<file path="src/rtl/fft_out_reorder.sv">
// Ping-pong bit-reversal reorder buffer: FFT results arrive in bit-reversed order, leave in natural order.
// Optional build macro FFT_REORDER_MAG_EN replaces {0,I,Q} output with I*I + Q*Q.
//
// state   | meaning
// R_IDLE  | read bank not full, nothing to send
// R_FETCH | RAM read of bin 0 issued, output register loads at the next edge
// R_HOLD  | output register valid, waiting for out_ready
module fft_out_reorder #(
    parameter int N          = 64,
    parameter int DATA_WIDTH = 8,
    localparam int ADDR_WIDTH = $clog2(N)
) (
    input  logic                      clk,
    input  logic                      rst_n,
    input  logic                      in_valid,
    input  logic [2*DATA_WIDTH-1:0]   in_data,
    input  logic                      in_last,
    output logic                      in_ready,
    output logic                      out_valid,
    output logic [2*DATA_WIDTH:0]     out_data,
    output logic [ADDR_WIDTH-1:0]     out_index,
    output logic                      out_last,
    input  logic                      out_ready,
    output logic                      frame_err
);

    localparam int WORD_W = 2 * DATA_WIDTH;
    localparam int OUT_W  = 2 * DATA_WIDTH + 1;
    localparam logic [ADDR_WIDTH-1:0] LAST_ADDR = ADDR_WIDTH'(N - 1);

    typedef enum logic [1:0] {R_IDLE, R_FETCH, R_HOLD} rd_state_t;

    rd_state_t             rd_state;
    logic [WORD_W-1:0]     mem [0:2*N-1];
    logic [1:0]            full;
    logic                  wr_bank;
    logic                  rd_bank;
    logic [ADDR_WIDTH-1:0] wr_cnt;
    logic                  in_fire;
    logic                  wr_end;
    logic                  rd_release;
    logic [ADDR_WIDTH-1:0] rd_addr;
    logic [WORD_W-1:0]     rd_word;

    function automatic logic [ADDR_WIDTH-1:0] bitrev(input logic [ADDR_WIDTH-1:0] a);
        logic [ADDR_WIDTH-1:0] r;
        for (int i = 0; i < ADDR_WIDTH; i++) begin
            r[i] = a[ADDR_WIDTH-1-i];
        end
        return r;
    endfunction

    function automatic logic [OUT_W-1:0] fmt(input logic [WORD_W-1:0] w);
`ifdef FFT_REORDER_MAG_EN
        logic [OUT_W-1:0] i_ext;
        logic [OUT_W-1:0] q_ext;
        i_ext = {{(DATA_WIDTH+1){w[WORD_W-1]}}, w[WORD_W-1:DATA_WIDTH]};
        q_ext = {{(DATA_WIDTH+1){w[DATA_WIDTH-1]}}, w[DATA_WIDTH-1:0]};
        return i_ext * i_ext + q_ext * q_ext;
`else
        return {1'b0, w};
`endif
    endfunction

    assign in_ready   = ~full[wr_bank];
    assign in_fire    = in_valid & in_ready;
    assign wr_end     = in_fire & (wr_cnt == LAST_ADDR);
    assign rd_release = (rd_state == R_HOLD) & out_ready & out_last;

    // In R_HOLD the next bin is read during the handshake cycle so a steady out_ready streams without gaps.
    always_comb begin
        rd_addr = '0;
        if (rd_state == R_HOLD) begin
            rd_addr = out_index + ADDR_WIDTH'(1);
        end
        rd_word = mem[{rd_bank, rd_addr}];
    end

    always_ff @(posedge clk) begin
        if (in_fire) begin
            mem[{wr_bank, bitrev(wr_cnt)}] <= in_data;
        end
    end

    always_ff @(posedge clk or negedge rst_n) begin
        if (!rst_n) begin
            wr_cnt    <= '0;
            wr_bank   <= 1'b0;
            frame_err <= 1'b0;
        end else begin
            frame_err <= 1'b0;
            if (in_fire) begin
                if (wr_cnt == LAST_ADDR) begin
                    wr_cnt    <= '0;
                    wr_bank   <= ~wr_bank;
                    frame_err <= ~in_last;
                end else if (in_last) begin
                    wr_cnt    <= '0;
                    frame_err <= 1'b1;
                end else begin
                    wr_cnt <= wr_cnt + ADDR_WIDTH'(1);
                end
            end
        end
    end

    // Set and clear never hit the same bank: a bank being written is empty, a bank being read is full.
    always_ff @(posedge clk or negedge rst_n) begin
        if (!rst_n) begin
            full <= '0;
        end else begin
            if (wr_end) begin
                full[wr_bank] <= 1'b1;
            end
            if (rd_release) begin
                full[rd_bank] <= 1'b0;
            end
        end
    end

    always_ff @(posedge clk or negedge rst_n) begin
        if (!rst_n) begin
            rd_state  <= R_IDLE;
            rd_bank   <= 1'b0;
            out_valid <= 1'b0;
            out_data  <= '0;
            out_index <= '0;
            out_last  <= 1'b0;
        end else begin
            case (rd_state)
                R_IDLE: begin
                    if (full[rd_bank]) begin
                        rd_state <= R_FETCH;
                    end
                end
                R_FETCH: begin
                    out_data  <= fmt(rd_word);
                    out_index <= '0;
                    out_last  <= 1'b0;
                    out_valid <= 1'b1;
                    rd_state  <= R_HOLD;
                end
                R_HOLD: begin
                    if (out_ready) begin
                        if (out_last) begin
                            out_valid <= 1'b0;
                            out_last  <= 1'b0;
                            rd_bank   <= ~rd_bank;
                            rd_state  <= full[~rd_bank] ? R_FETCH : R_IDLE;
                        end else begin
                            out_data  <= fmt(rd_word);
                            out_index <= rd_addr;
                            out_last  <= (rd_addr == LAST_ADDR);
                        end
                    end
                end
                default: rd_state <= R_IDLE;
            endcase
        end
    end

endmodule

</file>
<file path="config.mk">
export PLATFORM = sky130hd
export DESIGN_NAME = fft_out_reorder
export DESIGN_NICKNAME = d
export VERILOG_FILES = /design/src/rtl/fft_out_reorder.sv
export SDC_FILE = /design/constraint.sdc
export NUM_CORES = 2
export LEC_CHECK = 0
export CAP_MARGIN = 20
export CORE_UTILIZATION = 40
export DETAILED_ROUTE_END_ITERATION = 8
export PLACE_DENSITY = 0.56
export SLEW_MARGIN = 20
export SYNTH_ARGS = -nofsm -noshare
export SYNTH_HDL_FRONTEND = slang
export SYNTH_SLANG_ARGS = --single-unit
</file>
<file path="constraint.sdc">
create_clock -name clk -period 3.3 [get_ports clk]
set_input_delay 0.33 -clock clk [delete_from_list [all_inputs] [get_ports clk]]
set_output_delay 0.33 -clock clk [all_outputs]
set_load 0.05 [all_outputs]
</file>
Fig. 1: power grid
Pins as bars on the die edge.
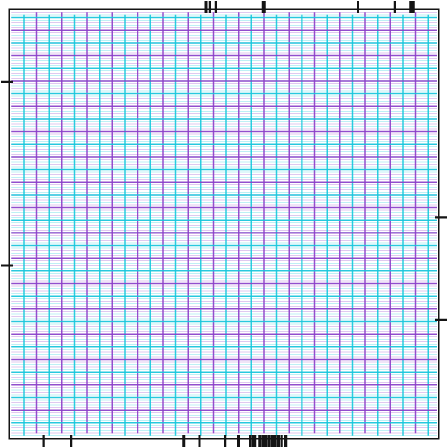
[VDD] purple
[VSS] cyan
met5 straps: 33
met4 straps: 33
signal pins: 48
met1 rails: 168
rows: 167

Fig. 2: cell classes on the final placement
(1 px per um) Fill, decap, tap and diode cells in gray.
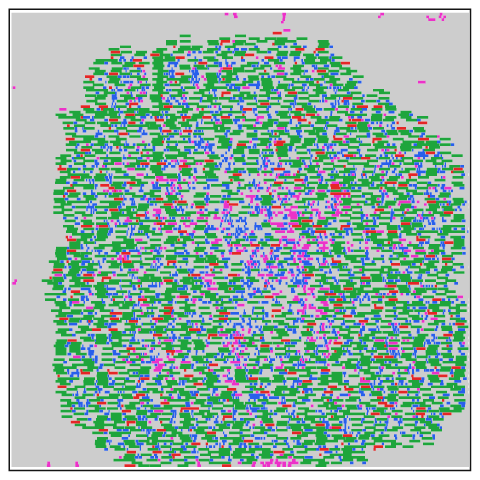
[flops] green | cells: 2,085 | share of their area: 65%
[clock drivers and dummy loads] red | cells: 385 | share of their area: 6.8%
[other buffers and delay cells] magenta | cells: 707 | share of their area: 7.2%
[combinational and other logic] blue | cells: 3,111 | share of their area: 21%

Fig. 3: sequential cells colored by netlist name
(1 px per um)
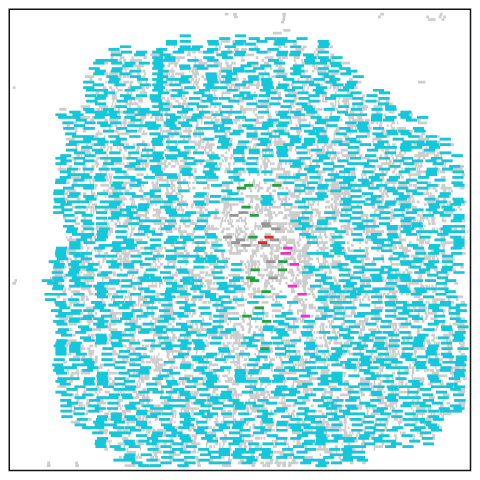
[mem] cyan | placed flops: 2,048 | where: all over the die
[out_data] green | placed flops: 16 | where: center
[out_index] magenta | placed flops: 6 | where: center
[full] red | placed flops: 2

Fig. 4: routed clock nets over the placement
(1 px per um)
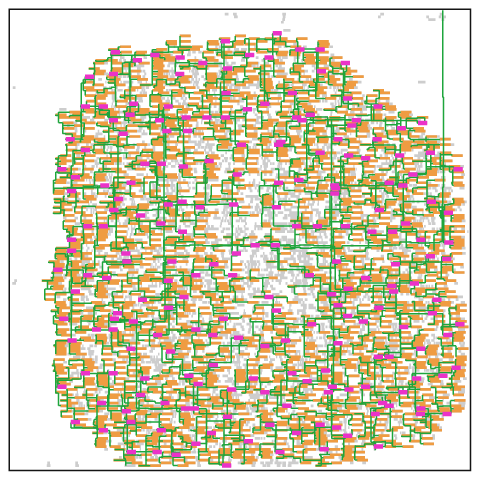
[clock drivers] magenta | count: 213
[flip-flops] orange | count: 2,085
[clock wires] green | length: 24.2 mm
routed clock nets: 214
flops lie: all over the die
P_clk: 22,800 uW
clk_skew: 0.04659 ns
Clk pwr share: 26.1%

Fig. 5: congestion heat map
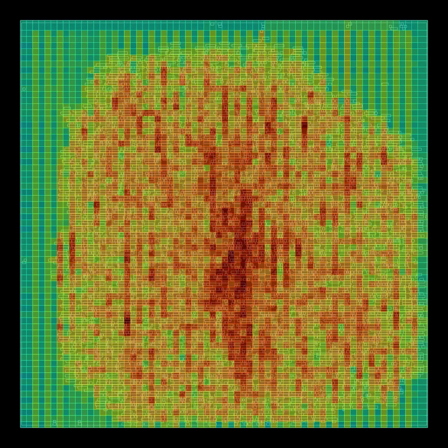
GRT met3 Usage: 3.723%
met1 Use GR: 36.45%
post-layout util: 47.81%
detailed-route wire length per cell: 30.40 um

## sequential cells by signal (all words and copies together), names as in the netlist
signal     flops
out_index      6
frame_err      1
out_last       1
wr_bank        1
out_valid      1
full           2
out_data      16
mem         2048
rd_state       2
wr_cnt         6
rd_bank        1
## worst reg2reg max path, cell delays in order (launching register included)
cell,delay (ns)
dfrtp_4,0.49
ha_4,0.30
and3b_4,0.32
buf_12,0.23
buf_12,0.24
buf_12,0.28
a21oi_1,0.15
a22oi_1,0.35
o21ai_0,0.20
o32ai_4,0.54
nor3_1,0.09
## area by class of cell
type	count	area share, %
Antenna cell	5	0.01260
Tap cell	2788	3.513
Inverter	6	0.03906
Timing Repair Buffer	707	6.936
Sequential cell	2085	62.87
Clock buffer	261	5.570
Multi-Input combinational cell	3105	20.11
Clock inverter	124	0.9525
## through the flow
step	hold slack [ns]	setup TNS (ns)	util (%)	power (uW)
6_report	0.004231	-0.04398	47.81	87250
5_1_grt	0.02490	-0.03258	47.81	89920
4_1_cts	0.004115	-0.009787	47.44	85740
3_3_place_gp	0.4310	-4.386	44.15	62660
2_1_floorplan	0.03441	0	-	47460
3_5_place_dp	0.4323	-3.743	44.16	62780
## Yosys cell counts (all sizes together), types with 17 or more instances
master,number,area share [%]
a211oi,220,2.0
a21oi,268,1.6
a221oi,102,1.1
a22oi,70,0.63
a2bb2oi,18,0.19
a311oi,68,0.71
a31oi,94,0.70
and3,17,0.13
buf,321,2.0
clkbuf,100,0.45
dfrtp,37,1.1
edfxtp,2048,73
mux2,41,0.55
mux2i,310,3.7
nand2,773,3.5
nand3,218,1.3
nor2,190,0.86
nor2b,152,1.1
nor3,49,0.30
o211ai,46,0.41
o21ai,152,0.92
o221ai,58,0.61
o22ai,47,0.35
## power breakdown
part	total, uW	switching (uW)	internal (uW)
sequential	29700	443	29300
combinational	34700	22400	12300
clock	22800	10200	12600
total	87200	33000	54200
## what timing repair did
action / 4_1_cts / 5_1_grt
hold buffers: 7 / 0
setup buffers: 4 / 16
cloned: 0 / 9
pin swaps: 5 / 15
gates resized: 51 / 79
endpoints found under the setup margin: 16 / 14
endpoints found under the hold margin: 110 / 0
## worst paths after layout
check	endpoint	cells past startpoint	slack (ns)	start
max	out_data[9]	10	-0.03	out_index[0]
min	mem[89][14]	1	0.004	in_data[14]
max reg2reg	out_data[9]	10	-0.03	out_index[0]
min reg2reg	full[0]	1	0.57	full[0]
max in group asynchronous	wr_cnt[5]	3	2.42	rst_n
min in group asynchronous	out_data[10]	2	0.15	rst_n
## placed cells by master (no fill, tap or decap), types with 28 or more instances in the layout
cell,synthesis,final
a31oi_1,94,90
clkdlybuf4s50_1,0,28
mux2_2,40,39
nand3_1,218,218
clkbuf_1,100,47
buf_4,33,549
o21ai_0,142,128
o22ai_1,47,46
buf_12,0,89
dfrtp_1,37,36
clkinv_1,0,60
a21oi_1,268,261
clkinv_2,0,37
a311oi_1,68,67
o221ai_1,58,56
nor2_1,189,163
a221oi_1,102,89
o211ai_1,46,46
nor3_1,48,40
mux2i_1,310,306
nor2b_1,152,151
a211oi_1,216,202
edfxtp_1,2048,2048
a22oi_1,70,65
nand2_1,773,771
clkbuf_16,0,223
==> flow_metrics.env <==
# flow metrics
export IMPL_cp_start_kind="register"
export IMPL_logic_family="AND-OR/OR-AND gates"
export IMPL_synthAdderAreaFrac_pct=0.02986
export IMPL_clk_path_buf_depth=3
export IMPL_rsz0062_at_grt="yes"
export IMPL_nets=6141
export IMPL_slew_headroom_pct=24.89
export IMPL_io_buffers=46
export IMPL_crit_top_cell="buf_12"
export IMPL_failed_checks="negative setup slack"
export IMPL_crit_family="AND-OR/OR-AND gates"
export IMPL_status="complete, but fails checks"
export IMPL_finalInstanceArea_um2=99300
export IMPL_die_h_um=459.7
export IMPL_hp_class="input pin to register"
export IMPL_layout_setup_ws_ns=-0.03135
export IMPL_grt_pass1_vias=50833
export IMPL_drc_errors=0
export IMPL_synthCells=5617
export IMPL_crit_type="register to register"
export IMPL_yosys_stat_seqShare_pct=74.50
export IMPL_drive_gt1_share_pct=18.18
export IMPL_ff_type="edfxtp_1"
export IMPL_wl_met2_um=125900
export IMPL_synthAoiAreaFrac_pct=10.36
export IMPL_crit_slowest_cell="o32ai_4"
export IMPL_ys_warn_count=0
export IMPL_rows=167
export IMPL_setup_viol=2
export IMPL_ys_ff=2085
export IMPL_grt_util_met2_pct=38.97
export IMPL_overflow=0
export IMPL_design_core_area_um2=207700
export IMPL_cts_tree="built"
export IMPL_synthToLayoutAreaGrowth_pct=18.51
export IMPL_met3_length_um=23210
export IMPL_finalClockPeriodUsage_pct=100.9
export IMPL_synth_cell_type_count=77
export IMPL_place_area_um2=91730
export IMPL_critical_path_max_fanout=25
export IMPL_flop_area_um2=62430
export IMPL_warnings=35
export IMPL_peakVddDrop_v=0.0007292
Power is estimated from default activity; no workload was simulated.
